File: src/rtl/power_energy_alarm.sv
`timescale 1ns/1ps
`default_nettype none
// ============================================================================
//  Module   : power_energy_alarm_chan
//  Purpose  : Debounced single-channel alarm FSM. It advances only on
//             strobe cycles. ALARM_COUNT consecutive qualifying samples are
//             needed to enter or to leave the alarm condition.
//  Ports    : clk, rst      - clock, synchronous active-high reset
//             i_strobe      - sample-valid pulse
//             i_over        - this sample is over the limit
//             o_alarm       - registered debounced alarm
//  Revision : 1.0 - initial release
// ============================================================================
module power_energy_alarm_chan #(
    parameter int ALARM_COUNT = 4
) (
    input  logic clk,
    input  logic rst,
    input  logic i_strobe,
    input  logic i_over,
    output logic o_alarm
);

    localparam logic [1:0] c_st_ok       = 2'd0;
    localparam logic [1:0] c_st_pend_on  = 2'd1;
    localparam logic [1:0] c_st_alarm    = 2'd2;
    localparam logic [1:0] c_st_pend_off = 2'd3;

    localparam logic [3:0] c_alarm_cnt = 4'(ALARM_COUNT);

    logic [1:0] r_state;
    logic [3:0] r_cnt;
    logic [3:0] w_cnt_inc;

    assign w_cnt_inc = r_cnt + 4'd1;

    // The alarm flag is computed together with the next state, so it
    // changes on the same edge that samples the qualifying strobe.
    always_ff @(posedge clk) begin
        if (rst) begin
            r_state <= c_st_ok;
            r_cnt   <= 4'd0;
            o_alarm <= 1'b0;
        end else if (i_strobe) begin
            case (r_state)
                c_st_ok: begin
                    if (i_over) begin
                        if (c_alarm_cnt == 4'd1) begin
                            r_state <= c_st_alarm;
                            r_cnt   <= 4'd0;
                            o_alarm <= 1'b1;
                        end else begin
                            r_state <= c_st_pend_on;
                            r_cnt   <= 4'd1;
                        end
                    end
                end
                c_st_pend_on: begin
                    if (i_over) begin
                        if (w_cnt_inc == c_alarm_cnt) begin
                            r_state <= c_st_alarm;
                            r_cnt   <= 4'd0;
                            o_alarm <= 1'b1;
                        end else begin
                            r_cnt <= w_cnt_inc;
                        end
                    end else begin
                        r_state <= c_st_ok;
                        r_cnt   <= 4'd0;
                    end
                end
                c_st_alarm: begin
                    if (!i_over) begin
                        if (c_alarm_cnt == 4'd1) begin
                            r_state <= c_st_ok;
                            r_cnt   <= 4'd0;
                            o_alarm <= 1'b0;
                        end else begin
                            r_state <= c_st_pend_off;
                            r_cnt   <= 4'd1;
                        end
                    end
                end
                default: begin // c_st_pend_off: alarm still shown while clearing
                    if (!i_over) begin
                        if (w_cnt_inc == c_alarm_cnt) begin
                            r_state <= c_st_ok;
                            r_cnt   <= 4'd0;
                            o_alarm <= 1'b0;
                        end else begin
                            r_cnt <= w_cnt_inc;
                        end
                    end else begin
                        r_state <= c_st_alarm;
                        r_cnt   <= 4'd0;
                    end
                end
            endcase
        end
    end

endmodule

// ============================================================================
//  Module   : power_energy_alarm
//  Purpose  : Consumes Bus_Voltage / Current / Power sample sets from the
//             I2C power monitor. Raises debounced over-current and
//             over-voltage alarms, flags stale input, and integrates Power
//             into a saturating kWh counter.
//  Ports    : CLK_24        - 24 MHz system clock
//             RESET         - synchronous active-high reset
//             SAMPLE_STB    - one-cycle pulse, sample inputs valid
//             Bus_Voltage   - unsigned bus voltage code
//             Current       - two's-complement current code
//             Power         - unsigned power code
//             CURRENT_LIMIT - magnitude limit, 0 disables the channel
//             VOLTAGE_LIMIT - voltage limit, 0 disables the channel
//             ENERGY_CLR    - level, clears accumulator and KW_HR
//             CURRENT_ALARM - debounced over-current
//             VOLTAGE_ALARM - debounced over-voltage
//             ALL_ALARM     - CURRENT_ALARM | VOLTAGE_ALARM | STALE
//             STALE         - no sample within STALE_TICKS ticks
//             KW_HR         - energy count, saturates at 16'hFFFF
//  Revision : 1.0 - initial release
// ============================================================================
module power_energy_alarm #(
    parameter int TICK_DIV    = 24000000,
    parameter int UNIT_COUNT  = 144000000,
    parameter int ALARM_COUNT = 4,
    parameter int STALE_TICKS = 3
) (
    input  logic        CLK_24,
    input  logic        RESET,
    input  logic        SAMPLE_STB,
    input  logic [15:0] Bus_Voltage,
    input  logic [15:0] Current,
    input  logic [15:0] Power,
    input  logic [15:0] CURRENT_LIMIT,
    input  logic [15:0] VOLTAGE_LIMIT,
    input  logic        ENERGY_CLR,
    output logic        CURRENT_ALARM,
    output logic        VOLTAGE_ALARM,
    output logic        ALL_ALARM,
    output logic        STALE,
    output logic [15:0] KW_HR
);

    localparam int                  c_tick_w    = (TICK_DIV > 1) ? $clog2(TICK_DIV) : 1;
    localparam logic [c_tick_w-1:0] c_tick_last = c_tick_w'(TICK_DIV - 1);
    localparam logic [c_tick_w-1:0] c_tick_one  = c_tick_w'(1);
    localparam int                  c_stale_w   = (STALE_TICKS > 0) ? $clog2(STALE_TICKS + 1) : 1;
    localparam logic [c_stale_w-1:0] c_stale_max = c_stale_w'(STALE_TICKS);
    localparam logic [c_stale_w-1:0] c_stale_one = c_stale_w'(1);
    localparam logic [39:0]         c_unit      = 40'(UNIT_COUNT);

    logic [c_tick_w-1:0]  r_tick_cnt;
    logic                 w_tick;
    logic [15:0]          r_p_lat;
    logic [39:0]          r_acc;
    logic [15:0]          r_kwh;
    logic [c_stale_w-1:0] r_stale_cnt;
    logic                 w_stale;
    logic [15:0]          w_cur_mag;
    logic                 w_cur_over;
    logic                 w_volt_over;
    logic                 w_cur_alarm;
    logic                 w_volt_alarm;
    logic [15:0]          w_add;
    logic [39:0]          w_acc_sum;

    // ------------------------------------------------------------------
    // Over-limit tests
    // ------------------------------------------------------------------
    // The most negative code has no positive counterpart in 16 bits, so
    // its magnitude is clamped to 32767 instead of wrapping to 0x8000.
    always_comb begin
        w_cur_mag = Current;
        if (Current[15]) begin
            if (Current == 16'h8000) begin
                w_cur_mag = 16'h7FFF;
            end else begin
                w_cur_mag = (~Current) + 16'd1;
            end
        end
    end

    assign w_cur_over  = (CURRENT_LIMIT != 16'd0) && (w_cur_mag > CURRENT_LIMIT);
    assign w_volt_over = (VOLTAGE_LIMIT != 16'd0) && (Bus_Voltage > VOLTAGE_LIMIT);

    power_energy_alarm_chan #(
        .ALARM_COUNT (ALARM_COUNT)
    ) u_cur_chan (
        .clk      (CLK_24),
        .rst      (RESET),
        .i_strobe (SAMPLE_STB),
        .i_over   (w_cur_over),
        .o_alarm  (w_cur_alarm)
    );

    power_energy_alarm_chan #(
        .ALARM_COUNT (ALARM_COUNT)
    ) u_volt_chan (
        .clk      (CLK_24),
        .rst      (RESET),
        .i_strobe (SAMPLE_STB),
        .i_over   (w_volt_over),
        .o_alarm  (w_volt_alarm)
    );

    // ------------------------------------------------------------------
    // Integration tick
    // ------------------------------------------------------------------
    assign w_tick = (r_tick_cnt == c_tick_last);

    always_ff @(posedge CLK_24) begin
        if (RESET) begin
            r_tick_cnt <= '0;
        end else if (w_tick) begin
            r_tick_cnt <= '0;
        end else begin
            r_tick_cnt <= r_tick_cnt + c_tick_one;
        end
    end

    // ------------------------------------------------------------------
    // Stale detection: a strobe always wins over a coincident tick.
    // ------------------------------------------------------------------
    assign w_stale = (r_stale_cnt == c_stale_max);

    always_ff @(posedge CLK_24) begin
        if (RESET) begin
            r_stale_cnt <= '0;
        end else if (SAMPLE_STB) begin
            r_stale_cnt <= '0;
        end else if (w_tick && !w_stale) begin
            r_stale_cnt <= r_stale_cnt + c_stale_one;
        end
    end

    // ------------------------------------------------------------------
    // Energy path. A tick coinciding with a strobe integrates the old
    // latched power; the new sample is used from the following tick.
    // ------------------------------------------------------------------
    always_ff @(posedge CLK_24) begin
        if (RESET) begin
            r_p_lat <= 16'd0;
        end else if (SAMPLE_STB) begin
            r_p_lat <= Power;
        end
    end

    assign w_add     = w_stale ? 16'd0 : r_p_lat;
    assign w_acc_sum = r_acc + {24'd0, w_add};

    // At most one unit is removed per tick because a single addend is
    // always smaller than UNIT_COUNT. The accumulator keeps running while
    // KW_HR is pinned at full scale.
    always_ff @(posedge CLK_24) begin
        if (RESET) begin
            r_acc <= 40'd0;
            r_kwh <= 16'd0;
        end else if (ENERGY_CLR) begin
            r_acc <= 40'd0;
            r_kwh <= 16'd0;
        end else if (w_tick) begin
            if (w_acc_sum >= c_unit) begin
                r_acc <= w_acc_sum - c_unit;
                if (r_kwh != 16'hFFFF) begin
                    r_kwh <= r_kwh + 16'd1;
                end
            end else begin
                r_acc <= w_acc_sum;
            end
        end
    end

    // ------------------------------------------------------------------
    // Outputs
    // ------------------------------------------------------------------
    assign CURRENT_ALARM = w_cur_alarm;
    assign VOLTAGE_ALARM = w_volt_alarm;
    assign STALE         = w_stale;
    assign ALL_ALARM     = w_cur_alarm | w_volt_alarm | w_stale;
    assign KW_HR         = r_kwh;

endmodule
`default_nettype wire

File: config.mk
export PLATFORM = sky130hd
export DESIGN_NAME = power_energy_alarm
export DESIGN_NICKNAME = d
export VERILOG_FILES = /design/src/rtl/power_energy_alarm.sv
export SDC_FILE = /design/constraint.sdc
export NUM_CORES = 1
export LEC_CHECK = 0
export CAP_MARGIN = 20
export CORE_MARGIN = 2
export CORE_UTILIZATION = 58
export DETAILED_ROUTE_END_ITERATION = 7
export PLACE_DENSITY = 0.84
export SLEW_MARGIN = 5
export SYNTH_ARGS = -nofsm -noshare
export SYNTH_HDL_FRONTEND = slang
export SYNTH_HIERARCHICAL = 1
export SYNTH_SLANG_ARGS = --single-unit
File: constraint.sdc
create_clock -name CLK_24 -period 6.25 [get_ports CLK_24]
set_clock_uncertainty 0.2 [all_clocks]
set_input_delay 1.25 -clock CLK_24 [delete_from_list [all_inputs] [get_ports CLK_24]]
set_output_delay 1.25 -clock CLK_24 [all_outputs]
set_load 0.02 [all_outputs]
Figure 1. A small window of the routed layout (run 1).
Window x 44 to 84, y 44 to 84 um. Cells in gray, sequential cells in the stronger gray; small squares are vias.
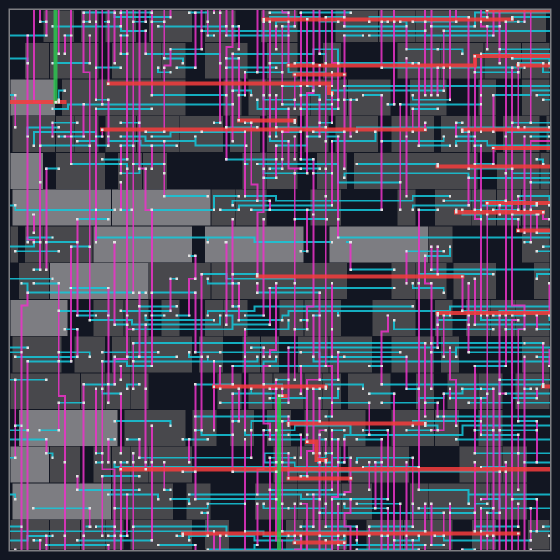
| color | layer |
|---|---|
| red | met3 |
| cyan | met1 |
| magenta | met2 |
| green | met4 |
netlist names of flops here include: r_acc (7), r_p_lat (2)
cells with their middle in the window: 158
most frequent: a21oi_1 (20), nand2_1 (19), xnor2_1 (11)
sequential cells in the window: 9

Figure 2. Wiring by layer (run 1).
Scale: 3 px per um. Only two layers are drawn.
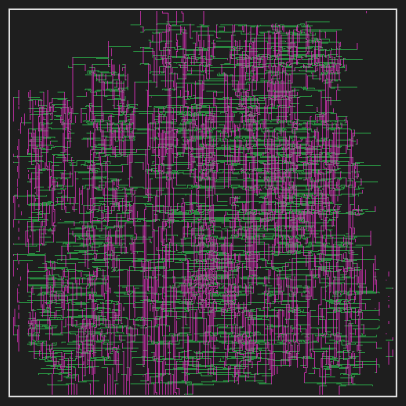
| color | layer | wire length |
|---|---|---|
| magenta | met2 | 10,400 um |
| green | met1 | 9,840 um |
Routed WL: 22,130 um
post-DR wirelength/cell: 15.31 um
GRT Total Usage: 28.05%
via count: 8,741

Figure 3. Pin placement (run 1).
Scale: 4 px per um. Pins as bars across the die edge, other pins in gray.
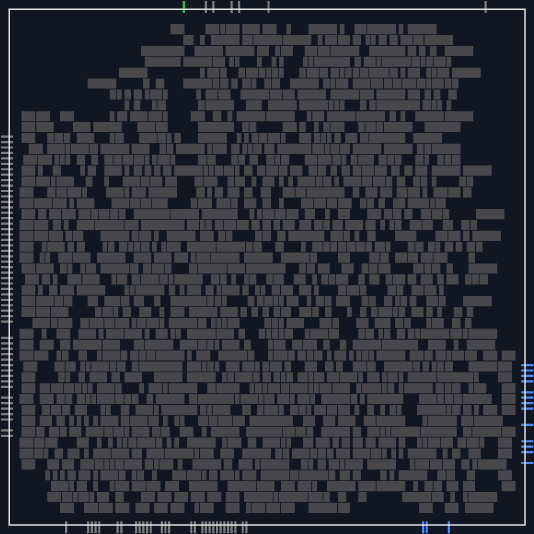
| color | port | pins | direction | edge |
|---|---|---|---|---|
| green | RESET | 1 | input | top |
| blue | KW_HR | 16 | output | 13 right, 3 bottom |
all pins by edge: 52 left, 32 bottom, 13 right, 7 top
DIE HEIGHT: 128.6 um
Buffers on Ports: 103
chip width: 128.6 um

==> results.py, run 1 <==
# Metrics from the implementation run
metrics = {
    "clock_tree": {
        "clkSlewWorstSetupHoldPaths_ns": 0.06,
        "htreeDepth": 4,
        "hold_buffers": 0,
        "clockRootBuffer": "clkbuf_16",
    },
    "finish": {
        "layout_top_cells": "dfxtp_1, nand2_1, clkdlybuf4s50_1, nor2_1, a21oi_1",
        "antenna_cells": 0,
        "reg.largest.list": "r_acc (40), r_tick_cnt (25)",
        "flop_area_mm2": 0.002262,
        "dominant-cell-class": "combinational gates",
        "largest_register": "r_acc",
        "comb_cells": 946,
        "layout_top_cell": "dfxtp_1",
        "fill_cells": 1213,
        "finalNonFillerCells": 1445,
        "clock_area_share_pct": 5.954,
    },
    "placement": {
        "pre_cts_slack_ns": 0.1963,
        "hpwlAfterDp_um": 16250,
        "routabilityCongestion": 0.9599,
    },
    "setup_path": {
        "critPathRequiredTime_ns": 6.40,
        "crit_start": "r_stale_cnt[0]",
        "worstRegToRegCells": 23,
        "r2r_setup_slack_ns": 0.45,
        "r2r-start": "r_stale_cnt[0]",
        "crit_end": "r_acc[29]",
        "crit_chain": "ha_1, nor2b_1, ha_1, inv_1, fa_1, nor2b_1, o31ai_1, a21oi_2, a31oi_1, xor2_1, inv_1, ha_1, nand2_1, or3_1, a211o_1, a2111oi_0, nand4b_1, a311o_1, a21oi_2, nor2_2, or4_1, a2111o_1, o21ai_1",
    },
    "sta": {
        "rsz0062_at_grt": "false",
        "fin_crit_ns": 5.796,
        "slew_viol_final": 0,
        "fin_tns_setup_ns": 0,
        "final_hold_viol_count": 0,
        "min_period_over_period_pct": 92.74,
    },
    "die": {
        "io_pins": 104,
        "chip_area_mm2": 0.01653,
        "num_rows": 45,
        "tapCellCount": 188,
    },
    "detailed_routing": {
        "ant_nets": 0,
        "wl_met3_um": 1352,
        "met2_length_um": 10450,
    },
    "pwr": {
        "ir_drop_uv": 184.0,
    },
    "yosys": {
        "synthFlopType": "dfxtp_1",
        "seq_area_frac_synth_pct": 25.14,
        "synthAoiAreaFrac_pct": 19.96,
        "ys_sh_xor_pct": 9.540,
        "synthCells": 1160,
        "numSynthFlops": 113,
    },
    "run_status": {
        "outcome": "completed",
    },
    "global_routing": {
        "grt_max_degree": 55,
        "grtUsageMet2_pct": 48.12,
        "grt_use_met1_pct": 35.44,
    },
}
-- run 1: synth_stat cells, drive strengths merged, types with 30 or more instances --
master	n	share of area (%)
a21oi	101	6.0
nor2	102	4.3
mux2i	32	3.6
xor2	53	5.2
nand2	114	4.8
xnor2	45	4.4
nor2b	30	2.1
or3	37	2.6
nand4	41	2.9
ha	66	9.2
nand3	36	2.0
dfxtp	113	25
o21ai	60	3.4
inv	56	2.3
-- run 1: power by group --
part           total [mW]  switching, mW  internal, mW
Combinational       0.229          0.114         0.115
Sequential          0.741        0.00920         0.732
Clock                1.05          0.333         0.721
Total                2.02          0.457          1.57
==> inputs of run 2 (changes only) <==
ABC_AREA = 1   (was not set)
CORE_UTILIZATION = 59   (was 58)
TNS_END_PERCENT = 10   (was not set)
Figure 4. Placed standard cells (run 2).
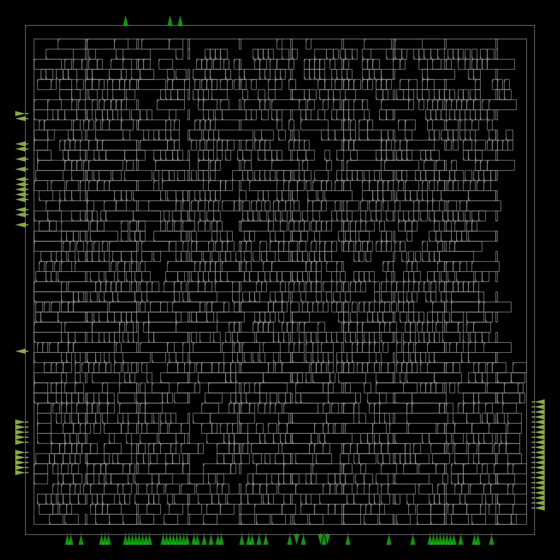
flop share of the area: 18.50%
Finished Core Util: 70.71%
flop count: 113
row count: 48
core box area: 0.01730 mm2

==> run 2 against run 1 <==
Power grew 1.3%. Global-route usage grew 4.4 points. Combinational power grew 9.6%. Synthesized cell count grew 52%. Non-clock buffer count shrank 1. Core utilization shrank 0.20 points. Hold slack lost 0.013 ns. Cell count grew 45%. Maximum frequency grew 11%.
==> results.py, run 2 <==
# Metrics from the implementation run
metrics = {
    "run_status": {
        "outcome": "completed",
    },
    "yosys": {
        "top_cell_area_share_pct": 21.70,
        "ys_sh_xor_pct": 3.445,
        "topCellsByArea": "dfxtp_1, nand2_1, inv_1",
        "synthCells": 1766,
        "numSynthFlops": 113,
        "synth.most_common_cell": "nand2_1",
    },
    "die": {
        "die_y_um": 136.9,
        "tapCellCount": 225,
    },
    "global_routing": {
        "grt_usage_pct": 32.47,
        "grt_max_degree": 33,
    },
    "clock_tree": {
        "clkSlewWorstSetupHoldPaths_ns": 0.05,
        "clockRootBuffer": "clkbuf_16",
        "hold_buffers": 0,
    },
    "finish": {
        "dominant-cell-class": "combinational gates",
        "flop_area_mm2": 0.002262,
        "fill_cells": 1537,
        "layout_top_cells": "nand2_1, inv_1, nor2_1, nand3_1, a21oi_1",
        "clock_area_share_pct": 5.217,
    },
    "placement": {
        "port_buffers": 103,
        "hpwlAfterDp_um": 22790,
        "pre_cts_slack_ns": 0.6409,
    },
    "pwr": {
        "power_switching_mw": 0.5180,
        "powerComb_mw": 0.251,
        "p_int_mw": 1.534,
    },
    "detailed_routing": {
        "wl_um": 30000,
        "wl_per_cell_um": 14.28,
    },
    "sta": {
        "slew_viol_final": 0,
        "fin_crit_ns": 5.225,
        "rsz0062_at_grt": "false",
    },
    "setup_path": {
        "crit_end": "u_cur_chan/r_cnt[0]",
    },
}
[run 2: cell count changes in the layout (fill, tap and decap cells not counted), moves of 26 or more]
cell,change
a21oi_1,+26
nor2_1,+80
nor2b_1,-30
inv_1,+219
mux2i_1,-32
or3_1,-37
nand3_1,+117
nand2_1,+375
xnor2_1,-33
[run 2: metal layers]
| metal | vias to the layer above | GRT usage, % |
|---|---|---|
| met4 | 0 | 10.42 |
| met1 | 5143 | 41.90 |
| met2 | 480 | 53.29 |
| met5 | - | 0 |
| li1 | 5898 | - |
| met3 | 56 | 7.741 |
[run 2: metrics by stage]
step           hold slack (ns)  cell area [um2]
2_1_floorplan           0.2176            10420
3_3_place_gp            0.2327            11590
3_5_place_dp            0.2376            11590
4_1_cts                 0.2496            12230
5_1_grt                 0.2615            12230
6_report                0.2484            12230
==> inputs of run 3 (changes only) <==
CORE_UTILIZATION = 53   (was 59)
PLACE_DENSITY = 0.8   (was 0.84)
clock period = 4.59 ns   (was 6.25 ns; I/O delays follow)
Figure 5. Placed standard cells (run 3).
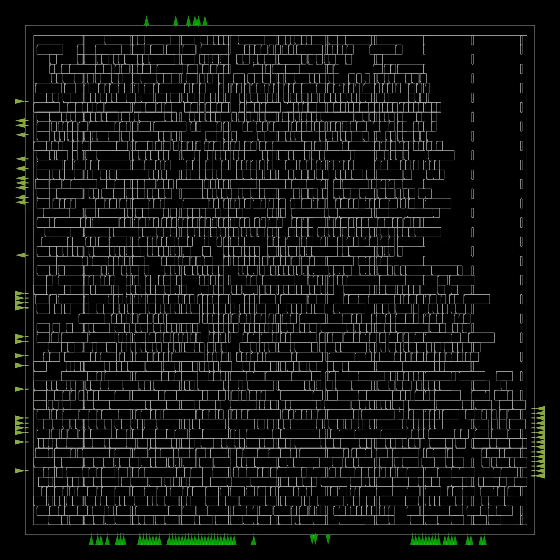
core box area: 0.01940 mm2
Finished Core Util: 66.60%

==> run 3 against run 2 <==
Cell count up 4.5%. Sequential cell count unchanged. Global-route usage decreased by 2.8 points. Critical path depth down 1. Clock-buffer cell count shrank 3. Core utilization fell by 4.1 points. Sequential share of layout area is 0.99 points lower. Combinational power grew about 60%. Wire length increased by 4.8%. Clock power up 24%. Setup slack worse by 0.99 ns. Area after synthesis unchanged. Critical path type unchanged. Critical endpoint is now u_cur_chan/o_alarm. Largest cell class unchanged. Largest power group unchanged. Highest routed layer unchanged.
==> results.py, run 3 <==
# Metrics from the implementation run
metrics = {
    "run_status": {
        "outcome": "completed",
    },
    "yosys": {
        "synthCells": 1766,
    },
    "pwr": {
        "power-top-group": "clock",
        "p_seq_share_pct": 37.0,
        "p_comb_share_pct": 14.8,
        "powerSeq_mw": 1.01,
    },
    "sta": {
        "fin_crit_ns": 4.552,
        "final_hold_viol_count": 0,
        "fin_tns_setup_ns": 0,
    },
    "clock_tree": {
        "clockRootBuffer": "clkbuf_16",
    },
    "die": {
        "io_pins": 104,
        "num_rows": 51,
    },
    "placement": {
        "pre_cts_slack_ns": -0.7589,
        "port_buffers": 103,
        "placed_area_mm2": 0.01190,
    },
    "global_routing": {
        "grt_max_degree": 38,
    },
    "setup_path": {
        "crit_start": "Current[1]",
        "r2r_setup_slack_ns": 0.31,
    },
    "detailed_routing": {
        "ant_nets": 0,
        "met2_length_um": 14620,
    },
}
[run 3: layout make-up]
cell class	count	share of cell area [%]
Multi-Input combinational cell	1333	55.24
Sequential cell	113	17.51
Timing Repair Buffer	162	11.70
Inverter	288	8.484
Clock buffer	17	3.293
Tap cell	265	2.567
Clock inverter	15	1.172
Timing Repair inverter	1	0.02906
[run 3: kinds of logic after synthesis]
family                   after synthesis  synth area share [%]
AND/OR/NAND/NOR                     1013                 43.61
buffers and inverters                321                 12.35
adder cells (fa/ha/maj)               67                 8.114
flip-flops                           113                 21.70
AND-OR/OR-AND                        211                 10.78
XOR/XNOR                              41                 3.445
[run 3: what timing repair did]
action	4_1_cts	5_1_grt
gates resized	18	58
cloned	1	1
pin swaps	11	27
setup buffers	16	5
endpoints found under the setup margin	7	48

==> notes/layouts.md <==
Pictures saved along the way, in no particular order.

M2 wires.
(a)
Scale: 3 px per um. Cells faint in the background.
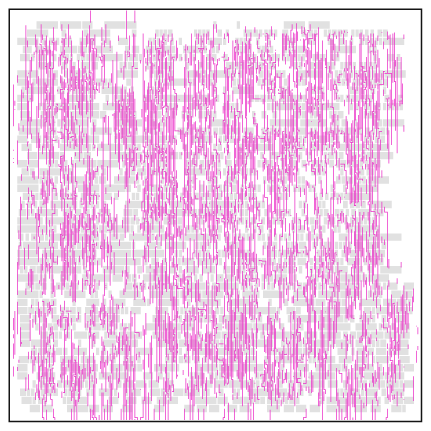
(b)
Scale: 2 px per um. Cells faint in the background.
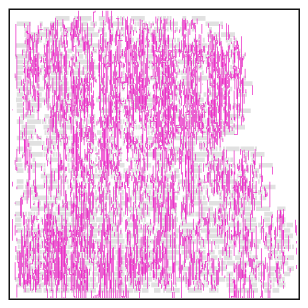
(c)
Scale: 3 px per um. Cells faint in the background.
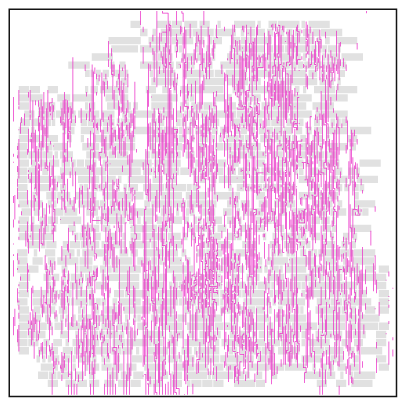
- (a) = run 2
- (b) = run 3
- (c) = run 1

Power is estimated from default activity; no workload was simulated.
